### Sequential cells grouped by signal name, run 1

The bar under the picture is 20 um long.
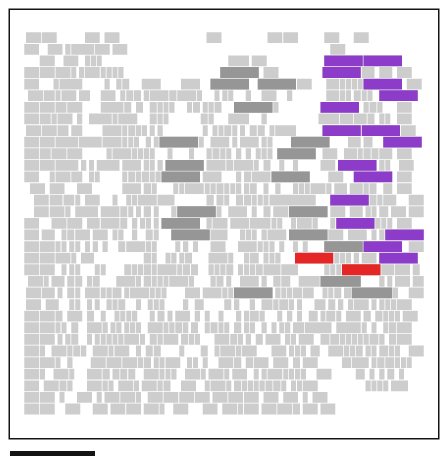
### Track usage over the die, run 1

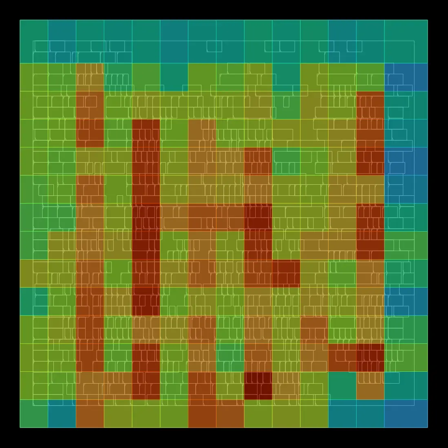
### Cells colored by class, run 1

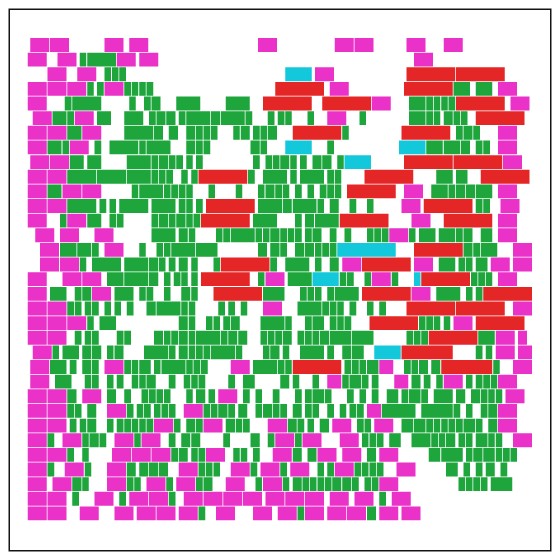
<file path="src/rtl/logic16_arbiter.sv">
// Round-robin arbiter sharing one 16-bit bitwise logic unit (AND/OR/XOR/NOT)
// between N_REQ requesters, with a single registered, back-pressured response.
module logic16_arbiter #(
  parameter int unsigned N_REQ = 4,
  parameter int unsigned ID_W  = 2
) (
  input  logic                  clk,
  input  logic                  rst_n,
  input  logic [N_REQ-1:0]      req_valid,
  output logic [N_REQ-1:0]      req_ready,
  input  logic [16*N_REQ-1:0]   req_a,
  input  logic [16*N_REQ-1:0]   req_b,
  input  logic [2*N_REQ-1:0]    req_op,
  output logic                  rsp_valid,
  input  logic                  rsp_ready,
  output logic [15:0]           rsp_data,
  output logic [ID_W-1:0]       rsp_id,
  output logic [15:0]           txn_count
);

  localparam int unsigned IdxW = (N_REQ > 1) ? $clog2(N_REQ) : 1;

  typedef enum logic {StIdle, StResp} state_e;

  state_e            state_q, state_d;
  logic [IdxW-1:0]   last_grant_q;
  logic [15:0]       rsp_data_q;
  logic [ID_W-1:0]   rsp_id_q;
  logic [15:0]       txn_q;

  logic              free;
  logic              grant_any;
  logic [IdxW-1:0]   grant_idx;
  logic [IdxW-1:0]   cand;
  logic              accept;
  logic              rsp_fire;
  logic [15:0]       op_a, op_b, op_res;
  logic [1:0]        op_sel;

  assign rsp_valid = (state_q == StResp);
  assign rsp_fire  = rsp_valid & rsp_ready;
  assign free      = (state_q == StIdle) | rsp_fire;

  // Search starts one past the last winner so every requester gets a turn.
  always_comb begin
    grant_any = 1'b0;
    grant_idx = '0;
    cand      = '0;
    for (int unsigned k = 1; k <= N_REQ; k++) begin
      cand = IdxW'((32'(last_grant_q) + k) % N_REQ);
      if (!grant_any && req_valid[cand]) begin
        grant_any = 1'b1;
        grant_idx = cand;
      end
    end
  end

  // Gate with rst_n so no requester sees ready while reset is held.
  assign accept    = rst_n & free & grant_any;
  assign req_ready = accept ? (N_REQ'(1) << grant_idx) : '0;

  assign op_a   = req_a[{grant_idx, 4'b0000} +: 16];
  assign op_b   = req_b[{grant_idx, 4'b0000} +: 16];
  assign op_sel = req_op[{grant_idx, 1'b0} +: 2];

  always_comb begin
    op_res = '0;
    case (op_sel)
      2'b00:   op_res = op_a & op_b;
      2'b01:   op_res = op_a | op_b;
      2'b10:   op_res = op_a ^ op_b;
      default: op_res = ~op_a;
    endcase
  end

  always_comb begin
    state_d = state_q;
    if (accept) begin
      state_d = StResp;
    end else if (rsp_fire) begin
      state_d = StIdle;
    end
  end

  always_ff @(posedge clk or negedge rst_n) begin
    if (!rst_n) begin
      state_q      <= StIdle;
      last_grant_q <= IdxW'(N_REQ - 1);
      rsp_data_q   <= '0;
      rsp_id_q     <= '0;
      txn_q        <= '0;
    end else begin
      state_q <= state_d;
      if (rsp_fire) begin
        txn_q <= txn_q + 16'd1;
      end
      if (accept) begin
        rsp_data_q   <= op_res;
        rsp_id_q     <= ID_W'(grant_idx);
        last_grant_q <= grant_idx;
      end
    end
  end

  assign rsp_data  = rsp_data_q;
  assign rsp_id    = rsp_id_q;
  assign txn_count = txn_q;

endmodule

</file>
<file path="config.mk">
export PLATFORM = sky130hd
export DESIGN_NAME = logic16_arbiter
export DESIGN_NICKNAME = d
export VERILOG_FILES = /design/src/rtl/logic16_arbiter.sv
export SDC_FILE = /design/constraint.sdc
export NUM_CORES = 1
export LEC_CHECK = 0
export ABC_AREA = 1
export CAP_MARGIN = 20
export CORE_MARGIN = 3
export CORE_UTILIZATION = 47
export DETAILED_ROUTE_END_ITERATION = 10
export PLACE_DENSITY = 0.93
export SETUP_SLACK_MARGIN = 0.1
export SYNTH_ARGS = -nofsm -noshare
export SYNTH_HDL_FRONTEND = slang
export SYNTH_SLANG_ARGS = --single-unit
</file>
<file path="constraint.sdc">
create_clock -name clk -period 5.34 [get_ports clk]
set_input_delay 1.068 -clock clk [delete_from_list [all_inputs] [get_ports clk]]
set_output_delay 1.068 -clock clk [all_outputs]
set_load 0.02 [all_outputs]
</file>
==> impl_metrics.toml, run 1 <==
# generated from flow reports
[layout]
mostFrequentLayoutCell = "nand2_1"
n_fill_cell = 659
inverters = 131
final.clkbuf_count = 7
nNetsFinal = 1004
sh_comb_area = 0.4206
drive_gt1_frac = 0.06393
diodes = 0
comb.multi_input.count = 467
lay_top_cells = "nand2_1 (208), clkdlybuf4s50_1 (180), inv_1 (126), nor2_1 (56), nand3_1 (43)"
register_area_um2 = 928.4
buf_share = 0.3040
final_cells = 934

[logic_synthesis]
postSynthSeqShare = 0.2220
area_leaders = "dfrtp_1 (21%), nand2_1 (19%), inv_1 (11%)"
synth_async_sr_flop_share = 1.000
synth.distinct_cells = 32
synthesis.nets = 837
ys_sh_adder = 0.09871
synth-edff-count = 0
synth-seq-cells = 37
xor_area_frac = 0.02931
synth.most_common_cell = "nand2_1"
ys_sh_simple = 0.3539
syn-cell-area_um2 = 4183
netlist_top_cells_count = "nand2_1 (208), inv_1 (126), nor2_1 (56)"
top_cell_area_share = 0.2094

[detailed_routing]
vias = 4706
drc = 0
dr.pass1.iters = 5
drt-met1-wl_um = 4936
wl_met3_um = 889
wl_met2_um = 6228
drtIter0Drc = 286
drtAntennaViolNets = 0
top_layer = "met4"
wl_per_cell_um = 13.11
drt-total-wl_um = 12240

[setup_path]
reg2regPathDepth = 18
r2r-end = "rsp_data[13]"
critPathArrivalTime_ns = 3.50
crit_end = "req_ready[0]"
crit_family = "buffers and inverters"
start_kind = "input port"
r2r-start = "last_grant_q[0]"
reg2reg_slack_ns = 1.54
crit_start = "req_valid[2]"
crit_path_end_kind = "output port"
critPathMaxStageDelay_ns = 0.65
worstSetupPathType = "input port to output port"
critPathBufInv = 3
critPathSlowestCell = "clkdlybuf4s50_1"

[timing]
drv_slew = 0
whs_ns = 0.4814
final-hold-violation-count = 0
fmax_mhz = 219.0
post-route-period-util = 0.8549
setup_ws_ns = 0.7746

[hold_path]
holdCritPathClass = "flop to flop"
hp-start = "rsp_data[13]"
holdPathStages = 2

[die]
die_h_um = 100.3
die_x_um = 100.3

[clock_tree]
cts_buffer_depth = 2
cts_buffers = 5
holdBufCountCts = 0
cts_sinks = 37
cts_resized = 0

[run_status]
outcome = "finished clean"

[placement]
dp_cells = 926
io_buffer_count = 181
placed_cell_area_um2 = 5949

[global_route]
grt_max_degree = 70
antenna_found_initial = 0
-- 'Sequential cells grouped by signal name' (at the start) --
color	name in the netlist	sequential cells
purple	`txn_count`	16
red	`rsp_id`	2
not colored	19

-- 'Track usage over the die' (at the start) --
GR Util All Layers: 0.2419
met2 usage: 0.4460
most used routing layer: met2

-- 'Cells colored by class' (at the start) --
color	class	cells	share of their area
red	flip-flops	37	16%
green	all other logic	598	51%
cyan	clock drivers and dummy loads	8	2.0%
magenta	other buffers and delay cells	186	31%
final core utilization: 0.7201
placeable core area: 8423 um^2
fin area: 6066 um^2
flop share of the area: 0.1531
Rows: 33

==> run 1 -> run 2 <==
--- a/config.mk
+++ b/config.mk
@@ -12,3 +12,3 @@
 export DETAILED_ROUTE_END_ITERATION = 10
-export PLACE_DENSITY = 0.93
+export PLACE_DENSITY = 0.95
 export SETUP_SLACK_MARGIN = 0.1
==> constraint.sdc (replaced) <==
create_clock -name clk -period 5.85 [get_ports clk]
set_input_delay 1.755 -clock clk [delete_from_list [all_inputs] [get_ports clk]]
set_output_delay 1.755 -clock clk [all_outputs]
set_load 0.02 [all_outputs]
==> run 2 against run 1 <==
Count of clock-buffer cells in the layout unchanged; sequential share of layout area down 0.072 points; wire length down 3.9%; clock skew up 0.0019 ns; sequential cell count unchanged; design area up 0.47%; first-iteration DRC count down 26%; worst hold slack worse by 0.0043 ns; utilization up 0.34 points; synthesized cell count unchanged; critical path type unchanged; highest routed layer unchanged.
==> impl_metrics.toml, run 2 <==
# generated from flow reports
[run_status]
outcome = "finished clean"

[logic_synthesis]
ys_sh_adder = 0.09871
area_leaders = "dfrtp_1 (21%), nand2_1 (19%), inv_1 (11%)"
netlist_top_cells_count = "nand2_1 (208), inv_1 (126), nor2_1 (56)"
synth.distinct_cells = 32
syn-cell-area_um2 = 4183
postSynthSeqShare = 0.2220
synth-edff-count = 0
synthesis.nets = 837
ys_sh_simple = 0.3539
top_cell_area_share = 0.2094
synth.most_common_cell = "nand2_1"

[detailed_routing]
drtAntennaViolNets = 0
drt-met1-wl_um = 4925
wl_per_cell_um = 12.55
wl_met2_um = 5763
dr.pass1.iters = 5
drtIter0Drc = 212
wl_met3_um = 807
drt-total-wl_um = 11760
drc = 0
vias = 4625

[timing]
final-hold-violation-count = 0
fmax_mhz = 188.8
whs_ns = 0.4772
setup_ws_ns = 0.5521
post-route-period-util = 0.9056
drv_slew = 0

[setup_path]
r2r-end = "rsp_data[3]"
crit_path_end_kind = "output port"
critPathMaxStageDelay_ns = 0.53
start_kind = "input port"
crit_end = "req_ready[1]"
critPathRequiredTime_ns = 4.09
reg2regPathDepth = 18
critPathSlowestCell = "clkdlybuf4s50_1"
crit_start = "req_valid[2]"
worstSetupPathType = "input port to output port"
reg2reg_slack_ns = 2.03
critPathBufInv = 4
crit_family = "buffers and inverters"

[global_route]
gr-usage-met2 = 0.4210
grt_max_degree = 70
top_usage_layer = "met2"

[die]
core_um2 = 8423
fp-row-count = 33
die_h_um = 100.3
die_x_um = 100.3

[layout]
sh_comb_area = 0.4194
diodes = 0
mostFrequentLayoutCell = "nand2_1"
drive_gt1_frac = 0.06971
buf_share = 0.3090
lay_top_cells = "nand2_1 (208), clkdlybuf4s50_1 (176), inv_1 (126), nor2_1 (56), nand3_1 (42)"
n_fill_cell = 677
fin_area_um2 = 6095
register_area_um2 = 928.4
comb.multi_input.count = 467
inverters = 131
final.clkbuf_count = 7
seq_area_frac = 0.1523
nNetsFinal = 1007

[hold_path]
hp-start = "txn_count[15]"
holdCritPathClass = "flop to flop"
holdPathStages = 1

[clock_tree]
cts_sinks = 37
cts_resized = 0
holdBufCountCts = 0

[placement]
placed_cell_area_um2 = 5964
io_buffer_count = 181
dp_cells = 928
### Routed metal, one color a layer, run 2

The bar under the picture is 20 um long.
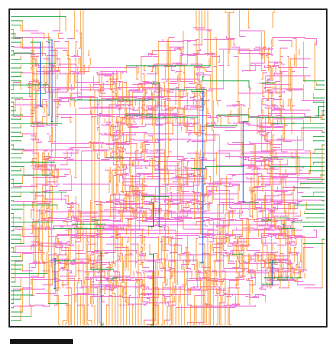
color	layer	wire length
green	met3	807 um
orange	met2	5760 um
blue	met4	265 um
magenta	met1	4930 um

### Cells colored by class, run 2

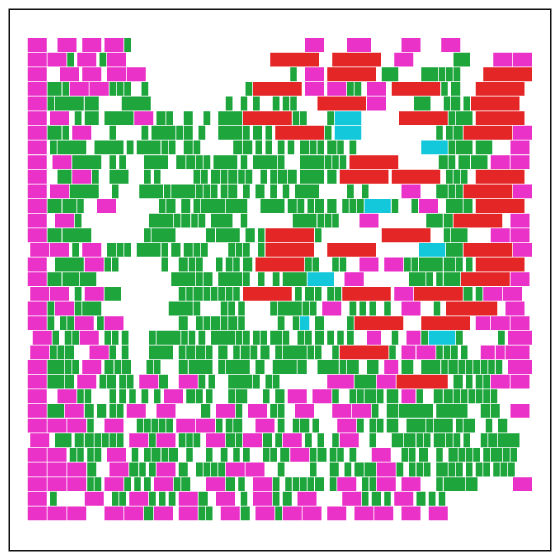
color	class	cells	share of their area
magenta	other buffers and delay cells	189	32%
green	all other logic	598	51%
red	flip-flops	37	16%
cyan	clock drivers and dummy loads	8	1.7%

==> run 2 -> run 3 <==
ABC_AREA = unset   (was 1)
CORE_UTILIZATION = 46   (was 47)
SLEW_MARGIN = 10   (was unset)
==> run 3 against run 2 <==
First-iteration DRC count shrank 2.8%; largest cell class unchanged; register-to-register slack gained 0.20 ns; maximum frequency shrank 6.5%; critical endpoint is now req_ready[0]; highest routed layer unchanged; utilization decreased by 1.1 points; die size fell by 1.5%; global-route usage increased by 1.8 points.
==> impl_metrics.toml, run 3 <==
# generated from flow reports
[run_status]
outcome = "finished clean"

[setup_path]
critPathSlowestCell = "o41ai_1"
critPathBufInv = 3
crit_family = "buffers and inverters"
crit_start = "req_valid[3]"
start_kind = "input port"
worstSetupPathType = "input port to output port"
critPathRequiredTime_ns = 4.09
r2r-end = "rsp_data[3]"
crit_path_max_fanout = 7
cp_cell_sequence = "clkdlybuf4s50_1 > o41ai_1 > nand2b_1 > nor3_2 > buf_4 > clkdlybuf4s50_1"
crit_end = "req_ready[0]"
critPathMaxStageDelay_ns = 0.54
reg2reg_slack_ns = 2.23
crit_path_end_kind = "output port"
reg2regPathDepth = 8

[layout]
drive_gt1_frac = 0.1502
diodes = 0
final.clkbuf_count = 5
fin_area_um2 = 5944
comb.multi_input.count = 355
nNetsFinal = 801
sh_comb_area = 0.4675
inverters = 34
largestClassByArea = "combinational gates"
mostFrequentLayoutCell = "clkdlybuf4s50_1"
lay_top_cells = "clkdlybuf4s50_1 (179), nand2_1 (106), mux2i_1 (49), dfrtp_1 (35), ha_1 (33)"
n_fill_cell = 627
buf_share = 0.3182

[detailed_routing]
drtIter0Drc = 206
wl_per_cell_um = 17.12
drt-met1-wl_um = 4614
vias = 4066
wl_met2_um = 6606
drt-total-wl_um = 12520
wl_met3_um = 840
drc = 0
dr.pass1.iters = 4
drtAntennaViolNets = 0

[logic_synthesis]
synth.distinct_cells = 49
synthesis.nets = 633
syn-cell-area_um2 = 4028
area_leaders = "dfrtp_1 (22%), mux2i_1 (12%), ha_1 (10%)"
ys_sh_simple = 0.1594
synth-edff-count = 0
yosys.area.top_type = "dfrtp_1"
netlist_top_cells_count = "nand2_1 (106), mux2i_1 (49), dfrtp_1 (35)"
synth-seq-cells = 37
synth.most_common_cell = "nand2_1"
postSynthSeqShare = 0.2305
ys_sh_adder = 0.1025
synth_async_sr_flop_share = 1.000
top_cell_area_share = 0.2175

[global_route]
gr-usage-met2 = 0.4747
grt_first_pass_wirelength_um = 20340
top_usage_layer = "met2"
grt_max_degree = 66

[timing]
setup_viol = 0
whs_ns = 0.4828
rsz0062_at_grt = "yes"
setup_ws_ns = 0.1841
final-hold-violation-count = 0
fmax_mhz = 176.5
post-route-min-period_ns = 5.666
post-route-period-util = 0.9685
drv_slew = 0

[clock_tree]
ctsRootBufferMaster = "clkbuf_8"
holdBufCountCts = 0
cts_resized = 0
cts_setup_buffers = 0
cts_sinks = 37

[placement]
placed_cell_area_um2 = 5843
io_buffer_count = 181

[die]
fp-row-count = 33
die_x_um = 99.57
die_h_um = 99.57
core_um2 = 8341

[hold_path]
hp-start = "txn_count[15]"
holdCritPathClass = "flop to flop"
holdPathStages = 1
### Routed metal, one color a layer, run 3

The bar under the picture is 20 um long.
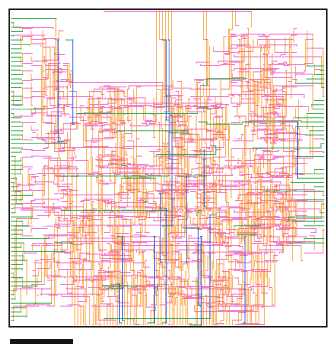
color	layer	wire length
magenta	met1	4610 um
orange	met2	6610 um
green	met3	840 um
blue	met4	454 um

### Sequential cells grouped by signal name, run 3

The bar under the picture is 20 um long.
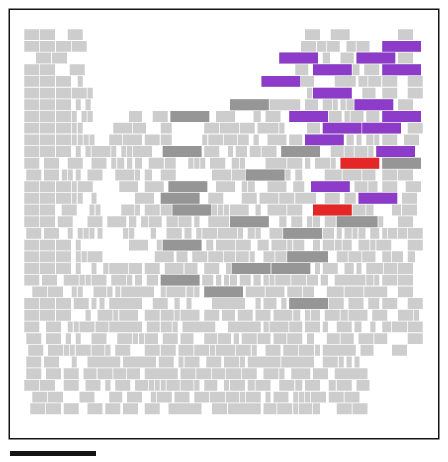
Flop area: 928.4 um^2
flop share of the area: 0.1562
final core utilization: 0.7127

